Figure 1. Floorplan with the power grid (run 1).
Bar = 20 um. Pins as bars on the die edge.
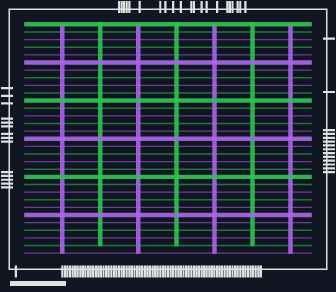
Figure 2. Cells coloured by class (run 1).
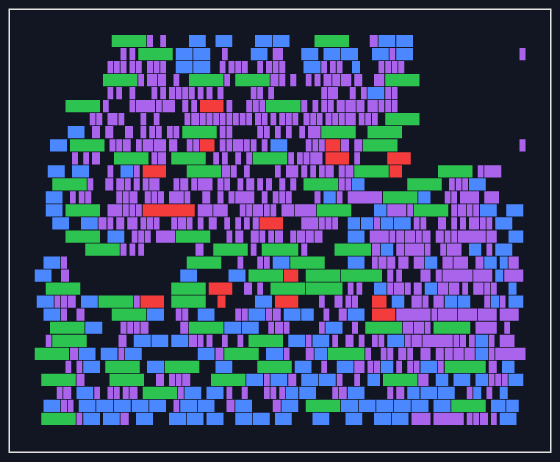
Figure 3. Clock distribution (run 1).
Bar = 20 um.
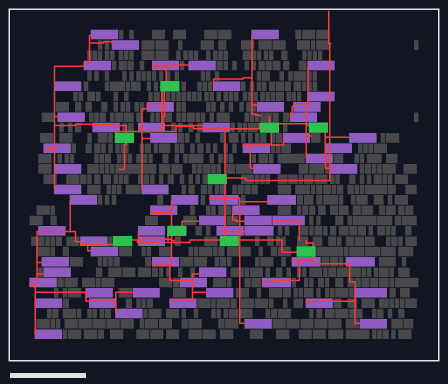
Figure 4. Wiring by layer (run 1).
Bar = 20 um.
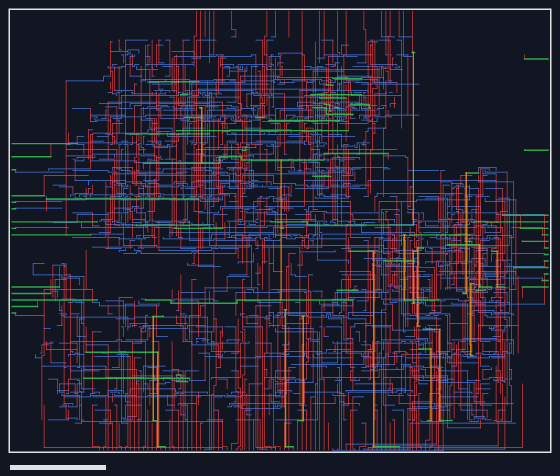
--- src/rtl/mc_pkg.sv ---
// mc_pkg: shared encodings for the multi-cycle controller and the IFU next-PC select.
package mc_pkg;
    typedef enum logic [2:0] {
        S_IF  = 3'd0,
        S_ID  = 3'd1,
        S_EX  = 3'd2,
        S_MEM = 3'd3,
        S_WB  = 3'd4
    } state_t;

    typedef enum logic [3:0] {
        C_NOP, C_ADD, C_SUB, C_JR, C_ORI, C_LUI, C_LW, C_SW, C_BEQ, C_JAL
    } cls_t;

    localparam logic [5:0] OP_RTYPE = 6'h00;
    localparam logic [5:0] OP_ORI   = 6'h0D;
    localparam logic [5:0] OP_LUI   = 6'h0F;
    localparam logic [5:0] OP_LW    = 6'h23;
    localparam logic [5:0] OP_SW    = 6'h2B;
    localparam logic [5:0] OP_BEQ   = 6'h04;
    localparam logic [5:0] OP_JAL   = 6'h03;
    localparam logic [5:0] FN_ADD   = 6'h20;
    localparam logic [5:0] FN_SUB   = 6'h22;
    localparam logic [5:0] FN_JR    = 6'h08;

    localparam logic [2:0] JOP_PC4 = 3'd0;
    localparam logic [2:0] JOP_BEQ = 3'd1;
    localparam logic [2:0] JOP_JAL = 3'd2;
    localparam logic [2:0] JOP_JR  = 3'd3;

    localparam logic [2:0] ALU_ADD = 3'd0;
    localparam logic [2:0] ALU_SUB = 3'd1;
    localparam logic [2:0] ALU_OR  = 3'd2;
    localparam logic [2:0] ALU_LUI = 3'd3;

    localparam logic [1:0] DST_RT = 2'd0;
    localparam logic [1:0] DST_RD = 2'd1;
    localparam logic [1:0] DST_RA = 2'd2;

    localparam logic [1:0] WD_ALU = 2'd0;
    localparam logic [1:0] WD_MEM = 2'd1;
    localparam logic [1:0] WD_PC4 = 2'd2;
endpackage

--- src/rtl/mc_decode.sv ---
// mc_decode: classifies the opcode/funct fields of the instruction register.
module mc_decode
    import mc_pkg::*;
(
    input  logic [5:0] op,
    input  logic [5:0] funct,
    output cls_t       cls
);
    logic rtype;
    assign rtype = op == OP_RTYPE;
    assign cls = (rtype && funct == FN_ADD) ? C_ADD :
                 (rtype && funct == FN_SUB) ? C_SUB :
                 (rtype && funct == FN_JR)  ? C_JR  :
                 (op == OP_ORI)             ? C_ORI :
                 (op == OP_LUI)             ? C_LUI :
                 (op == OP_LW)              ? C_LW  :
                 (op == OP_SW)              ? C_SW  :
                 (op == OP_BEQ)             ? C_BEQ :
                 (op == OP_JAL)             ? C_JAL : C_NOP;
endmodule

--- src/rtl/mc_ctrl.sv ---
// mc_ctrl: multi-cycle IF/ID/EX/MEM/WB sequencer driving the IFU next-PC interface and datapath enables.
module mc_ctrl
    import mc_pkg::*;
#(
    parameter logic [31:0] RESET_PC_NOTE = 32'h00003000
) (
    input  logic        clk,
    input  logic        reset,
    input  logic [31:0] instr,
    input  logic        zero,
    output logic        irEn,
    output logic        pcEn,
    output logic [2:0]  jumpOp,
    output logic [15:0] offset,
    output logic [25:0] instr_index,
    output logic        regWrite,
    output logic [1:0]  regDst,
    output logic [1:0]  memToReg,
    output logic        memWrite,
    output logic [2:0]  aluOp,
    output logic        aluSrc,
    output logic        extOp,
    output logic [2:0]  state,
    output logic [31:0] retired
);
    state_t      cur, nxt;
    cls_t        cls;
    logic [31:0] ir;
    logic        done, act, unused_ok;

    // zero goes straight to the IFU; the PC note is informational only
    assign unused_ok = zero | (|RESET_PC_NOTE);

    mc_decode u_dec (.op(ir[31:26]), .funct(ir[5:0]), .cls(cls));

    always_ff @(posedge clk) begin
        if (reset) begin
            cur     <= S_IF;
            ir      <= '0;
            retired <= '0;
        end else begin
            cur <= nxt;
            if (cur == S_IF) ir <= instr;
            if (pcEn) retired <= retired + 32'd1;
        end
    end

    assign done = (cur == S_ID  && cls == C_NOP) ||
                  (cur == S_EX  && (cls == C_BEQ || cls == C_JR)) ||
                  (cur == S_MEM && cls == C_SW) ||
                  (cur == S_WB);

    always_comb begin
        nxt = S_IF;
        case (cur)
            S_IF:  nxt = S_ID;
            S_ID:  nxt = cls == C_JAL ? S_WB : S_EX;
            S_EX:  nxt = (cls == C_LW || cls == C_SW) ? S_MEM : S_WB;
            S_MEM: nxt = S_WB;
            default: nxt = S_IF;
        endcase
        if (done) nxt = S_IF;
    end

    // strobes are masked during reset so an interrupted instruction never commits
    always_comb begin
        act         = cur != S_IF;
        irEn        = cur == S_IF;
        pcEn        = done && !reset;
        jumpOp      = !pcEn          ? JOP_PC4 :
                      cls == C_BEQ   ? JOP_BEQ :
                      cls == C_JAL   ? JOP_JAL :
                      cls == C_JR    ? JOP_JR  : JOP_PC4;
        regWrite    = cur == S_WB && !reset;
        memWrite    = cur == S_MEM && cls == C_SW && !reset;
        aluOp       = !act                            ? ALU_ADD :
                      (cls == C_SUB || cls == C_BEQ)  ? ALU_SUB :
                      cls == C_ORI                    ? ALU_OR  :
                      cls == C_LUI                    ? ALU_LUI : ALU_ADD;
        aluSrc      = act && (cls == C_ORI || cls == C_LUI || cls == C_LW || cls == C_SW);
        extOp       = act && (cls == C_LW || cls == C_SW);
        regDst      = !act                            ? DST_RT :
                      (cls == C_ADD || cls == C_SUB)  ? DST_RD :
                      cls == C_JAL                    ? DST_RA : DST_RT;
        memToReg    = !act          ? WD_ALU :
                      cls == C_LW   ? WD_MEM :
                      cls == C_JAL  ? WD_PC4 : WD_ALU;
        offset      = ir[15:0];
        instr_index = ir[25:0];
        state       = cur;
    end
endmodule
--- config.mk ---
export PLATFORM = sky130hd
export DESIGN_NAME = mc_ctrl
export DESIGN_NICKNAME = d
export VERILOG_FILES = /design/src/rtl/mc_pkg.sv /design/src/rtl/mc_decode.sv /design/src/rtl/mc_ctrl.sv
export SDC_FILE = /design/constraint.sdc
export NUM_CORES = 1
export LEC_CHECK = 0
export ABC_AREA = 1
export CAP_MARGIN = 20
export CORE_ASPECT_RATIO = 0.8
export CORE_MARGIN = 5
export CORE_UTILIZATION = 47
export DETAILED_ROUTE_END_ITERATION = 6
export HOLD_SLACK_MARGIN = 0.06
export PLACE_DENSITY = 0.81
export REMOVE_ABC_BUFFERS = 1
export SLEW_MARGIN = 20
export SYNTH_ARGS = -nofsm -noshare
export SYNTH_HDL_FRONTEND = slang
export SYNTH_HIERARCHICAL = 1
export SYNTH_SLANG_ARGS = --single-unit
--- constraint.sdc ---
create_clock -name clk -period 2.57 [get_ports clk]
set_input_delay 0.514 -clock clk [delete_from_list [all_inputs] [get_ports clk]]
set_output_delay 0.514 -clock clk [all_outputs]
set_load 0.01 [all_outputs]
==> flow_summary.toml, run 1 <==
# synthesis and place-and-route metrics
[status]
outcome = "finished with violations"
violations = "setup timing"

[final_timing]
finalCritPeriodShare_pct = 104
period_needed_ns = 2.67
rsz0062_at_grt = "yes"
worstMarginPinSlew_ns = 0.545
maxSlewViolCount = 0
setup_slack_ns = -0.100
finalSetupViolations = 5
max_freq_mhz = 375
fin_setup_tns_ns = -0.382

[place]
gp_congestion = 0.904
dpl-instance-area_um2 = 5090

[route]
met2_wirelength_um = 6000
wl_met3_um = 608
drt_iter0_markers = 307
routedWlPerCell_um = 14.3
ant_nets = 0
routed.top_layer = "met4"
via_per_inst = 5.00

[floorplan]
fp-utilization_pct = 47.4
taps = 112
core_area_um2 = 8370
chipArea_um2 = 10400

[layout]
mostFrequentLayoutCells = "nor2_1, nand2_1, clkdlybuf4s50_1, dfxtp_1, inv_1"
drive_gt1_share_pct = 16.2
biggestCellCategory = "multi-input combinational cells"
n_antenna_cell = 0
n_all_inverters = 54
comb_area_share_pct = 39.3
flops = 67
seq-cell-share_pct = 24.8
combGateArea_um2 = 2150
utilization_pct = 65.4
nNonClkBuffers = 153
buf_share_pct = 25.9

[critical_path]
crit_end = "jumpOp[0]"
worstPathMaxFanout = 5
crit_family = "simple AND/OR/NAND/NOR gates"
cp_cell_sequence = "nand2_1 -> inv_1 -> nor2_2 -> nor2_2 -> nor2_2 -> nand3_4 -> nor2_4 -> nand3_4 -> nand2_2 -> nand2_2 -> nand3_4 -> nand2_4 -> a21oi_2 -> buf_2"
cp-startpoint = "ir[29]"
worstPathArrival_ns = 2.16
cp-start-kind = "flop"
cp_data_required_time_ns = 2.06
cp_num_cells = 14
cpPeakStageDelay_ns = 0.37
cp-end-kind = "primary output"
cp_num_buf_inv = 2
timing.rr.end = "retired[21]"

[clock_tree]
clk_pin_slew_ns = 0.08
cts_made_buffers = 9
cts_tree = "done"
clockBufferDepth = 2
ctsRootBufferMaster = "clkbuf_8"
cts_resized = 40

[power_and_ir_drop]
largestPowerGroup = "combinational cells"
pg_seq_w = 0.00150
pg_comb_w = 0.00235
power.density_nw_per_um2 = 864
seq_power_share_pct = 31.6
p_switching_w = 0.00194

[logic_synthesis]
syn_inst = 626
async_flop_share_pct = 0
ys_cells = 626
syn_area_per_cell_um2 = 6.33
postSynthSeqShare_pct = 33.8
ys_sh_aoi_pct = 7.79
yosys.area.top_type_share_pct = 33.8
xor_share_pct = 1.10
mux_share_pct = 0
top_cell = "nor2_1"
synth_top_cell_by_area = "dfxtp_1"
ys_sh_adder_pct = 0.316
top_cells_by_area = "dfxtp_1, nor2_1, nand2_1, buf_4, o21ai_0"
topCombFamilyByArea = "simple AND/OR/NAND/NOR gates"
simple_gate_share_pct = 40.9

[min_path]
hold_path_class = "reg2reg"
hold_depth = 2
min-delay-start = "ir[20]"

[global_route]
gr-usage-met1_pct = 26.9
grt_max_degree = 58
grt_use_met3_pct = 5.41
top_usage_layer = "met2"
## Picture notes: Figure 1
legend:
  green:
    net: VDD
  purple:
    net: VSS
signal pins: 128
rows: 30
met4 straps: 7
VDD IR max: 594 uV
die extent in x: 113 um

## Picture notes: Figure 2
legend:
  purple:
    class: remaining logic cells
    cells: 497
    share_of_their_area: 44%
  blue:
    class: remaining buffers and delay cells
    cells: 153
    share_of_their_area: 27%
  green:
    class: registers
    cells: 67
    share_of_their_area: 25%
  red:
    class: clock drivers and dummy loads
    cells: 16
    share_of_their_area: 3.8%
Rows: 30
final instance area: 5480 um2

## Picture notes: Figure 3
legend:
  red:
    item: clock wires
    length: 862 um
  green:
    item: clock-net drivers
    count: 9
  purple:
    item: flip-flops
    count: 67
flops lie: all over the die
routed clock nets: 10
P_clk: 0.000888 W
clock group share of total power: 18.8%
worst-skew pair later-pin latency: 0.35 ns
Setup Skew: 0.0107 ns

## Picture notes: Figure 4
legend:
  blue:
    layer: M1
    wire_length: 5,140 um
  green:
    layer: M3
    wire_length: 608 um
  red:
    layer: M2
    wire_length: 6,000 um
  orange:
    layer: M4
    wire_length: 341 um
total number of vias: 4,225
Global Route Usage Sum: 22.0%
drt total wl: 12,100 um

Figure 5. Clock nets (run 1).
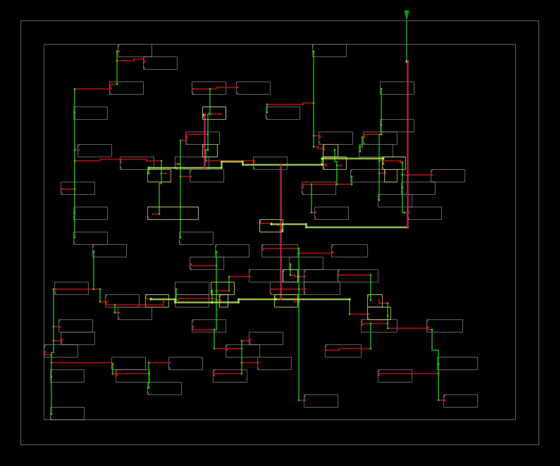

==> inputs of run 2 (changes only) <==
CELL_PAD_IN_SITES_DETAIL_PLACEMENT = 1   (was unset)
CELL_PAD_IN_SITES_GLOBAL_PLACEMENT = 1   (was unset)
CORE_UTILIZATION = 32   (was 47)
PLACE_DENSITY = unset   (was 0.81)
PLACE_DENSITY_LB_ADDON = 0.1   (was unset)
Figure 6. Clock nets (run 2).
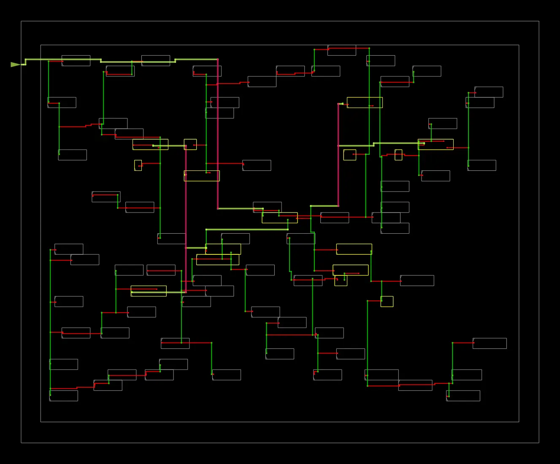
CTS Sinks: 67
flip-flops: 67
worst-skew pair later-pin latency: 0.33 ns

==> flow_summary.toml, run 2 <==
# synthesis and place-and-route metrics
[logic_synthesis]
top_cells_by_area = "dfxtp_1, nor2_1, nand2_1, buf_4, o21ai_0"
ys_cells = 626
xor_share_pct = 1.10
synth_top_cell_by_area = "dfxtp_1"
postSynthSeqShare_pct = 33.8
syn_area_per_cell_um2 = 6.33
topCombFamilyByArea = "simple AND/OR/NAND/NOR gates"
yosys.area.top_type_share_pct = 33.8
simple_gate_share_pct = 40.9
syn_inst = 626
ys_sh_adder_pct = 0.316
top_cell = "nor2_1"

[final_timing]
worstMarginPinSlew_ns = 0.598
period_needed_ns = 2.66
setup_slack_ns = -0.0882
max_freq_mhz = 376
finalSetupViolations = 5
rsz0062_at_grt = "yes"

[status]
outcome = "finished with violations"
violations = "setup timing"

[place]
gp_congestion = 0.813
dpl-instance-area_um2 = 5170

[layout]
comb_area_share_pct = 38.2
combGateArea_um2 = 2170
drive_gt1_share_pct = 17.5
n_all_inverters = 54

[route]
drt_iter0_markers = 167
wl_met3_um = 423
routed.top_layer = "met4"
routedWlPerCell_um = 15.4
met2_wirelength_um = 6860
ant_nets = 0

[critical_path]
cp_data_required_time_ns = 2.06
worstPathArrival_ns = 2.14
cp-end-kind = "primary output"
cp-start-kind = "flop"
timing.rr.end = "retired[15]"
crit_end = "jumpOp[0]"
cp_num_buf_inv = 3
cp_cell_sequence = "buf_4 -> nand3_2 -> nor2_1 -> nor2_2 -> nand3_4 -> inv_2 -> nand2_1 -> nor2_2 -> nand2_2 -> nand3_4 -> nand2_4 -> a21oi_2 -> buf_2"

[power_and_ir_drop]
powerClk_w = 0.00126
p_clk_share_pct = 24.2
largestPowerGroup = "combinational cells"
power.density_nw_per_um2 = 917
ir_drop_uv = 394
p_switching_w = 0.00207

[floorplan]
taps = 152
die_w_um = 134

[global_route]
grt_use_met3_pct = 3.71
grt.total_usage_pct = 18.0

[clock_tree]
clockBufferDepth = 2
cts_resized = 43
cts_tree = "done"

[min_path]
hold_depth = 1
min-delay-start = "retired[0]"
hold_path_class = "reg2reg"
Figure 7. Cells coloured by class (run 2).
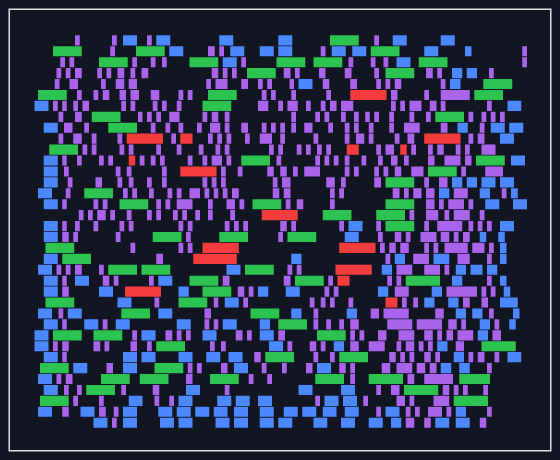
legend:
  purple:
    class: remaining logic cells
    cells: 497
    share_of_their_area: 43%
  green:
    class: registers
    cells: 67
    share_of_their_area: 25%
  red:
    class: clock drivers and dummy loads
    cells: 16
    share_of_their_area: 5.5%
  blue:
    class: remaining buffers and delay cells
    cells: 159
    share_of_their_area: 27%
final cell utilization of the core: 46.8%
Core Area: 12,200 um2
final instance area: 5690 um2
Rows: 36
flop share of the area: 23.9%

Power is estimated from default activity; no workload was simulated.
